$ cat config.mk
export PLATFORM = sky130hd
export DESIGN_NAME = debug_panel_ctrl
export DESIGN_NICKNAME = d
export VERILOG_FILES = /design/src/rtl/debug_panel_ctrl.sv
export SDC_FILE = /design/constraint.sdc
export NUM_CORES = 1
export LEC_CHECK = 0
export ABC_AREA = 1
export CAP_MARGIN = 20
export CORE_MARGIN = 1.5
export CORE_UTILIZATION = 55
export CTS_BUF_LIST = sky130_fd_sc_hd__clkbuf_16
export DETAILED_ROUTE_END_ITERATION = 10
export PLACE_DENSITY = 0.73
export SLEW_MARGIN = 20
export SYNTH_ARGS = -nofsm -noshare
export SYNTH_HDL_FRONTEND = slang
export SYNTH_SLANG_ARGS = --single-unit
$ cat constraint.sdc
create_clock -name clk -period 3.39 [get_ports clk]
set_clock_uncertainty 0.1 [all_clocks]
set_input_delay 0.5085 -clock clk [delete_from_list [all_inputs] [get_ports clk]]
set_output_delay 0.5085 -clock clk [all_outputs]
set_load 0.03 [all_outputs]
$ cat src/rtl/debug_panel_ctrl.sv
// -----------------------------------------------------------------------------
// debug_panel_ctrl
//
// Input-side front panel for the CPU board. Raw push-buttons and the run/step
// slide switch are synchronised, debounced and edge-detected. The mode button
// cycles the LED view (ALU -> MEM -> FLAG -> PC -> OFF). The step button, or a
// free-running divider when the switch selects run mode, produces the CPU step
// strobe.
//
// Ports
//   clk         in   1  system clock, rising edge
//   rst         in   1  synchronous reset, active-low
//   btn_mode    in   1  raw button: advance the LED view
//   btn_step    in   1  raw button: single step (step mode only)
//   sw_run      in   1  raw switch: 1 = free-run, 0 = single-step
//   change1     out  1  view ALU result
//   change2     out  1  view RAM data
//   change3     out  1  view ZF/OF flags
//   change4     out  1  view PC
//   view_idx    out  3  current view state code (0..4)
//   step_pulse  out  1  one-cycle CPU step strobe
//   run_mode    out  1  debounced sw_run
// -----------------------------------------------------------------------------
module debug_panel_ctrl #(
    parameter int DEB_CYCLES = 1000000,
    parameter int DEB_W      = 20,
    parameter int RUN_DIV    = 50000000,
    parameter int RUN_W      = 26
) (
    input  logic       clk,
    input  logic       rst,
    input  logic       btn_mode,
    input  logic       btn_step,
    input  logic       sw_run,
    output logic       change1,
    output logic       change2,
    output logic       change3,
    output logic       change4,
    output logic [2:0] view_idx,
    output logic       step_pulse,
    output logic       run_mode
);

    localparam int N_IN     = 3;
    localparam int IDX_MODE = 0;
    localparam int IDX_STEP = 1;
    localparam int IDX_RUN  = 2;

    localparam logic [DEB_W-1:0] DEB_LAST = DEB_W'(DEB_CYCLES - 1);
    localparam logic [RUN_W-1:0] RUN_LAST = RUN_W'(RUN_DIV - 1);

    typedef enum logic [2:0] {
        S_ALU  = 3'd0,
        S_MEM  = 3'd1,
        S_FLAG = 3'd2,
        S_PC   = 3'd3,
        S_OFF  = 3'd4
    } state_t;

    // Bit order of the per-input vectors: {sw_run, btn_step, btn_mode}
    logic [N_IN-1:0] w_raw;
    logic [N_IN-1:0] r_s1;
    logic [N_IN-1:0] r_s2;
    logic [N_IN-1:0] r_stable;
    logic [N_IN-1:0] r_stable_d;
    logic [N_IN-1:0] w_stable_next;
    logic [N_IN-1:0] w_rise;

    logic [RUN_W-1:0] r_div;
    logic [RUN_W-1:0] w_div_next;
    logic             r_step_pulse;
    logic             w_step_pulse_next;
    logic             w_run_fall;
    logic             w_div_wrap;

    state_t r_state;
    state_t w_state_next;

    assign w_raw = {sw_run, btn_step, btn_mode};

    // -------------------------------------------------------------------------
    // Per-input debouncer. The counter measures how long the synchronised input
    // has disagreed with the accepted value; any agreement restarts it, so only
    // an uninterrupted run of DEB_CYCLES disagreeing samples is accepted.
    // -------------------------------------------------------------------------
    generate
        for (genvar gi = 0; gi < N_IN; gi++) begin : g_deb
            logic [DEB_W-1:0] r_cnt;
            logic             w_mismatch;
            logic             w_accept;

            assign w_mismatch        = r_s2[gi] ^ r_stable[gi];
            assign w_accept          = w_mismatch && (r_cnt == DEB_LAST);
            assign w_stable_next[gi] = w_accept ? r_s2[gi] : r_stable[gi];
            assign w_rise[gi]        = r_stable[gi] & ~r_stable_d[gi];

            always_ff @(posedge clk) begin
                if (!rst) begin
                    r_cnt <= '0;
                end else if (w_mismatch && !w_accept) begin
                    r_cnt <= r_cnt + 1'b1;
                end else begin
                    r_cnt <= '0;
                end
            end
        end
    endgenerate

    // Synchronisers, accepted values and their one-cycle history
    always_ff @(posedge clk) begin
        if (!rst) begin
            r_s1       <= '0;
            r_s2       <= '0;
            r_stable   <= '0;
            r_stable_d <= '0;
        end else begin
            r_s1       <= w_raw;
            r_s2       <= r_s1;
            r_stable   <= w_stable_next;
            r_stable_d <= r_stable;
        end
    end

    assign run_mode = r_stable[IDX_RUN];

    // -------------------------------------------------------------------------
    // Step strobe. In run mode the divider alone drives the strobe. In step
    // mode a debounced btn_step rise drives it, except in the cycle right
    // after run mode drops, so a press coinciding with the switch-over does
    // not leak through as an extra step.
    // -------------------------------------------------------------------------
    assign w_run_fall = ~r_stable[IDX_RUN] & r_stable_d[IDX_RUN];
    assign w_div_wrap = (r_div == RUN_LAST);

    always_comb begin
        w_div_next        = '0;
        w_step_pulse_next = 1'b0;
        if (run_mode) begin
            w_div_next        = w_div_wrap ? '0 : r_div + 1'b1;
            w_step_pulse_next = w_div_wrap;
        end else begin
            w_step_pulse_next = w_rise[IDX_STEP] & ~w_run_fall;
        end
    end

    always_ff @(posedge clk) begin
        if (!rst) begin
            r_div        <= '0;
            r_step_pulse <= 1'b0;
        end else begin
            r_div        <= w_div_next;
            r_step_pulse <= w_step_pulse_next;
        end
    end

    assign step_pulse = r_step_pulse;

    // -------------------------------------------------------------------------
    // View FSM: one state per debounced btn_mode rise; outputs decoded from
    // the state register so they are glitch-free toward the display mux.
    // -------------------------------------------------------------------------
    always_ff @(posedge clk) begin
        if (!rst) begin
            r_state <= S_ALU;
        end else begin
            r_state <= w_state_next;
        end
    end

    always_comb begin
        w_state_next = r_state;
        change1      = 1'b0;
        change2      = 1'b0;
        change3      = 1'b0;
        change4      = 1'b0;
        view_idx     = r_state;
        case (r_state)
            S_ALU: begin
                change1 = 1'b1;
                if (w_rise[IDX_MODE]) w_state_next = S_MEM;
            end
            S_MEM: begin
                change2 = 1'b1;
                if (w_rise[IDX_MODE]) w_state_next = S_FLAG;
            end
            S_FLAG: begin
                change3 = 1'b1;
                if (w_rise[IDX_MODE]) w_state_next = S_PC;
            end
            S_PC: begin
                change4 = 1'b1;
                if (w_rise[IDX_MODE]) w_state_next = S_OFF;
            end
            S_OFF: begin
                if (w_rise[IDX_MODE]) w_state_next = S_ALU;
            end
            // Codes 5..7 cannot be reached normally; recover to the first view
            default: w_state_next = S_ALU;
        endcase
    end

endmodule

class_map.png
(3 px per um)
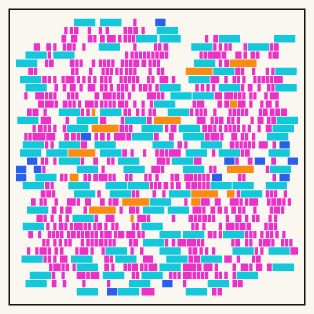
- clock drivers and dummy loads: orange (cells 15)
- sequential cells: cyan (cells 102)
- remaining buffers and delay cells: blue (cells 14)
- remaining logic cells: magenta (cells 628)
final cell utilization of the core: 0.623
register share of the cell area: 0.376

layers.png
(3 px per um)
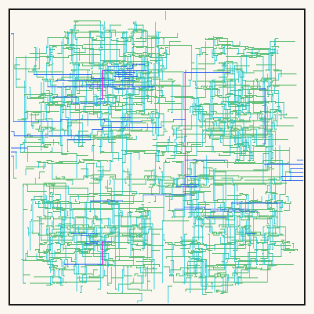
- M2: cyan (wire length 4400 um)
- M3: blue (wire length 508 um)
- M4: magenta (wire length 76.2 um)
- M1: green (wire length 4710 um)
wire length per cell after detailed routing: 11.2 um
total via count after detailed routing: 4369

util_map.png
(4 px per um) The die is cut into 10 by 10 equal tiles; black is low, pale yellow is high, 0 to 100% covered.
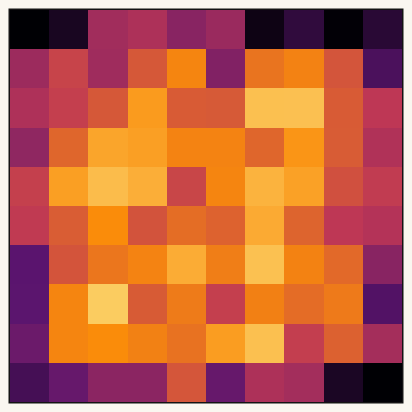
- densest ninth of the die: centre
- tiles over 75% full: 17%
- fullest tile: 89%
- mean over tiles: 55%
effective utilization at floorplan: 0.569
Core Region: 8720 sq um

clock_nets.png
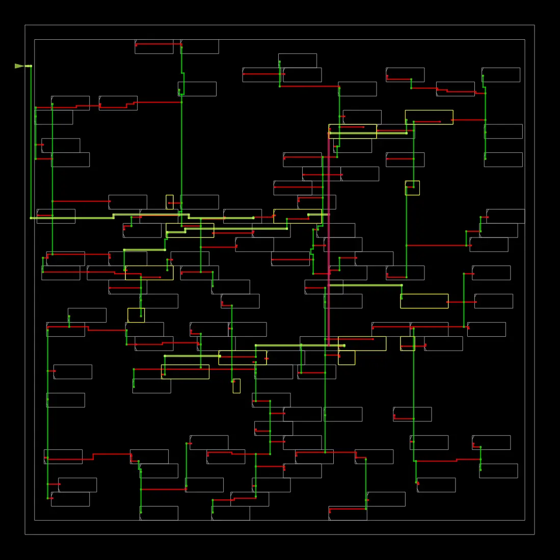
Skew-Pair Late Insertion Delay: 0.34 ns
num sequential: 102

pinout.png
(4 px per um) Pins as bars across the die edge, other pins in grey.
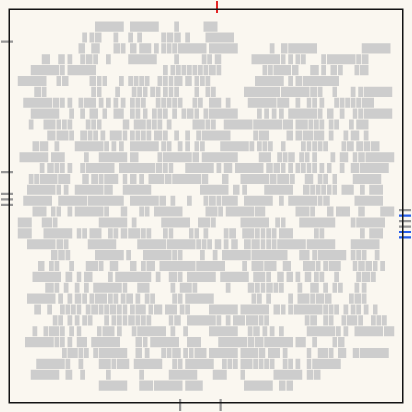
- view_idx: blue (pins 3; direction output; edge right)
- step_pulse: red (pins 1; direction output; edge top)
- all pins by edge: 6 right, 5 left, 2 bottom, 1 top
die width: 98.0 um
Port-buffer cells: 13
vertical extent of the die: 98.0 um

==> impl_metrics.toml <==
# generated from flow reports
[status]
run_status = "complete, no violations"

[placed_design]
gp_routability_congestion = 0.912
placedCellCount = 852
place.detailed.hpwl_um = 7150

[clocking]
clk_transition_reported_paths_ns = 0.07
cts-htree-levels = 3
numClockSinks = 102
cts-buffers-inserted = 9
cts_max_path_buffers = 2
cts_tree = "done"
post_cts_setup_inserts = 0
ctsHoldBuffers = 0
postCtsResizedCells = 0
root_buffer = "sky130_fd_sc_hd__clkbuf_16"

[finish]
final_net_count = 764
final_layout_top_logic_cell = "sky130_fd_sc_hd__nand2_1"
layout-drive-gt1-share = 0.0514
sequential_area_sq_um = 2040
num-fill-cells = 799
lay_top_cells = "sky130_fd_sc_hd__nand2_1 (193), sky130_fd_sc_hd__nor2_1 (174), sky130_fd_sc_hd__dfxtp_1 (102), sky130_fd_sc_hd__inv_1 (77), sky130_fd_sc_hd__nand3_1 (43)"
area_delta_synth_final_pct = 9.48
total_inserted_antenna_cells = 0
multi_input_comb_area_sq_um = 2560
final_cell_count_no_fill = 867

[logic_synthesis]
synth-cells-yosys = 738
post_synth.cell_area_avg_sq_um = 6.73
netlist_area_sq_um = 4960
post_synth_xor_area_fraction = 0.0653
numSynthFlops = 102
synthTopLogicFamily = "simple AND/OR/NAND/NOR gates"
complex_gates_by_area = 0.0585
synthCells = 738
ys_seq_share = 0.411
post_synth_net_total = 747
synth_cell_types = 27
adder_share = 0.0101
ys_warn_count = 0
yosys-mux-area-fraction = 0
post_synth_simple_gate_area = 0.383
ys_area_sq_um = 4960

[setup_path]
critical_path.max_fanout = 3
worst_path_largest_cell_delay_ns = 0.74
worst-r2r-setup-slack_ns = 1.36
cp_slowest_cell = "sky130_fd_sc_hd__clkdlybuf4s50_1"
timing.critical_path.max_delay_family = "buffers and inverters"
worst_setup_path_end_kind = "primary output"
worst_path_cell_trace = "inv_1 > nor3_1 > clkdlybuf4s50_1"
crit_path_start_kind = "register"
crit_required_ns = 2.78
worstSetupPathType = "register to primary output"
cp.buffers_inverters = 2
crit_arrival_ns = 1.83

[timing]
final_min_period_over_clock_period = 0.720
maxClockFrequency_mhz = 410
drv_slew = 0
setup_viol = 0
slew_headroom = 0.545
rsz0062_at_grt = "no"
max_slew.worst_pin.slew_ns = 0.680
final.setup.tns_ns = 0
minimum_clock_period_ns = 2.44
finalHoldViolations = 0

[routing]
drt_iter0_drc = 160
final_antenna_net_count = 0
drt-pass1-iter-count = 5
route.detailed.drc = 0
via_per_inst = 5.04
totalWireLength_um = 9680

[job]
maxCapViolations = 0
tool_warnings = 26

[floorplan]
boundaryPins = 14
fp-row-count = 34
total_die_area_sq_um = 9600

[global_routing]
grt_use_total = 0.216
wire_length_of_the_first_global_routing_pass_um = 17600
initial_antenna_violation_count = 0
first_global_vias = 4177
maximum_number_of_pins_on_one_net_before_global_route_repair = 26
gr-total-overflow = 0

[pwr]
peakVddDrop_mv = 0.292
power-per-cell-area_nw_per_um2 = 398
leakage_nw = 1.75

[worst_hold_path]
worstHoldPathType = "register to register"
-- power breakdown --
part | switching, W | total, W | internal (W)
registers | 0.00000219 | 0.00120 | 0.00120
clock network | 0.000444 | 0.000937 | 0.000493
logic | 0.0000125 | 0.0000211 | 0.00000859
total | 0.000459 | 0.00216 | 0.00170
-- layer usage --
layer | up-vias | GRT usage | wire length (um)
met5 | - | 0 | 0
met3 | 10 | 0.0472 | 508
met2 | 94 | 0.363 | 4400
met1 | 1949 | 0.280 | 4710
met4 | 0 | 0.0637 | 76
li1 | 2316 | - | -
-- cell type report --
class	count	area share
Multi-Input combinational cell	551	0.472
Sequential cell	102	0.376
Inverter	77	0.0532
Clock buffer	9	0.0414
Timing Repair Buffer	14	0.0253
Tap cell	108	0.0249
Clock inverter	6	0.00737
-- worst register-to-register path, delay by kind of cell (launching register included) --
kind                     cells  cell delay, ns
AND/OR/NAND/NOR              5            1.20
flip-flops                   1            0.37
adder cells (fa/ha/maj)      1            0.20
-- through the flow --
stage                     total power, W  area, sq um  hold WS [ns]  worst slack (ns)
after CTS                        0.00218         5430         0.316             0.878
final                            0.00216         5430         0.314             0.950
after global placement           0.00125         5170         0.295              1.22
after detailed placement         0.00125         5170         0.299              1.13
after global routing             0.00223         5430         0.354             0.855
after floorplan                  0.00125         4960         0.290              1.41
-- synthesized netlist by cell type, drive strengths merged --
master  instances  area (sq um)
dfxtp         102          2040
nand4           4          25.0
nor3            5          25.0
inv            77           289
nand3b          7          52.6
ha              4          50.1
nand3          45           235
o21ai           8          40.0
buf             7          63.8
xnor2          17           149
clkbuf          1          3.75
or2            13          81.3
nor2          181           697
nand2         199           772
o21bai          6          45.0
xor2           20           175
a21oi          38           190
a31oi           1          6.26
and2            2          12.5
a311oi          1          8.76
-- registers in the layout, indices dropped and copies added, names as in the netlist --
signal       count
g_deb.r_cnt     60
r_div           26
r_s1             3
r_s2             3
r_stable         3
r_stable_d       3
step_pulse       1
view_idx         3
-- final timing paths --
kind / end / cells after the start / from
worst max register to register: g_deb[0].r_cnt[18] / 6 / g_deb[0].r_cnt[0]
worst min-delay path: r_s2[0] / 2 / r_s1[0]
worst min register to register: r_s2[0] / 2 / r_s1[0]
worst max-delay path: change4 / 3 / view_idx[0]
-- logic make-up (layout without fill, tap and decap cells) --
| logic type | count (synthesis) | count (layout) |
|---|---|---|
| AOI/OAI and AO/OA | 54 | 54 |
| DFF | 102 | 102 |
| buffers and inverters | 85 | 106 |
| adders and majority gates | 4 | 4 |
| and+or+nand+nor | 456 | 456 |
| xor gates and xnor gates | 37 | 37 |
No activity file was given, so power comes from the tool's default toggle rates.
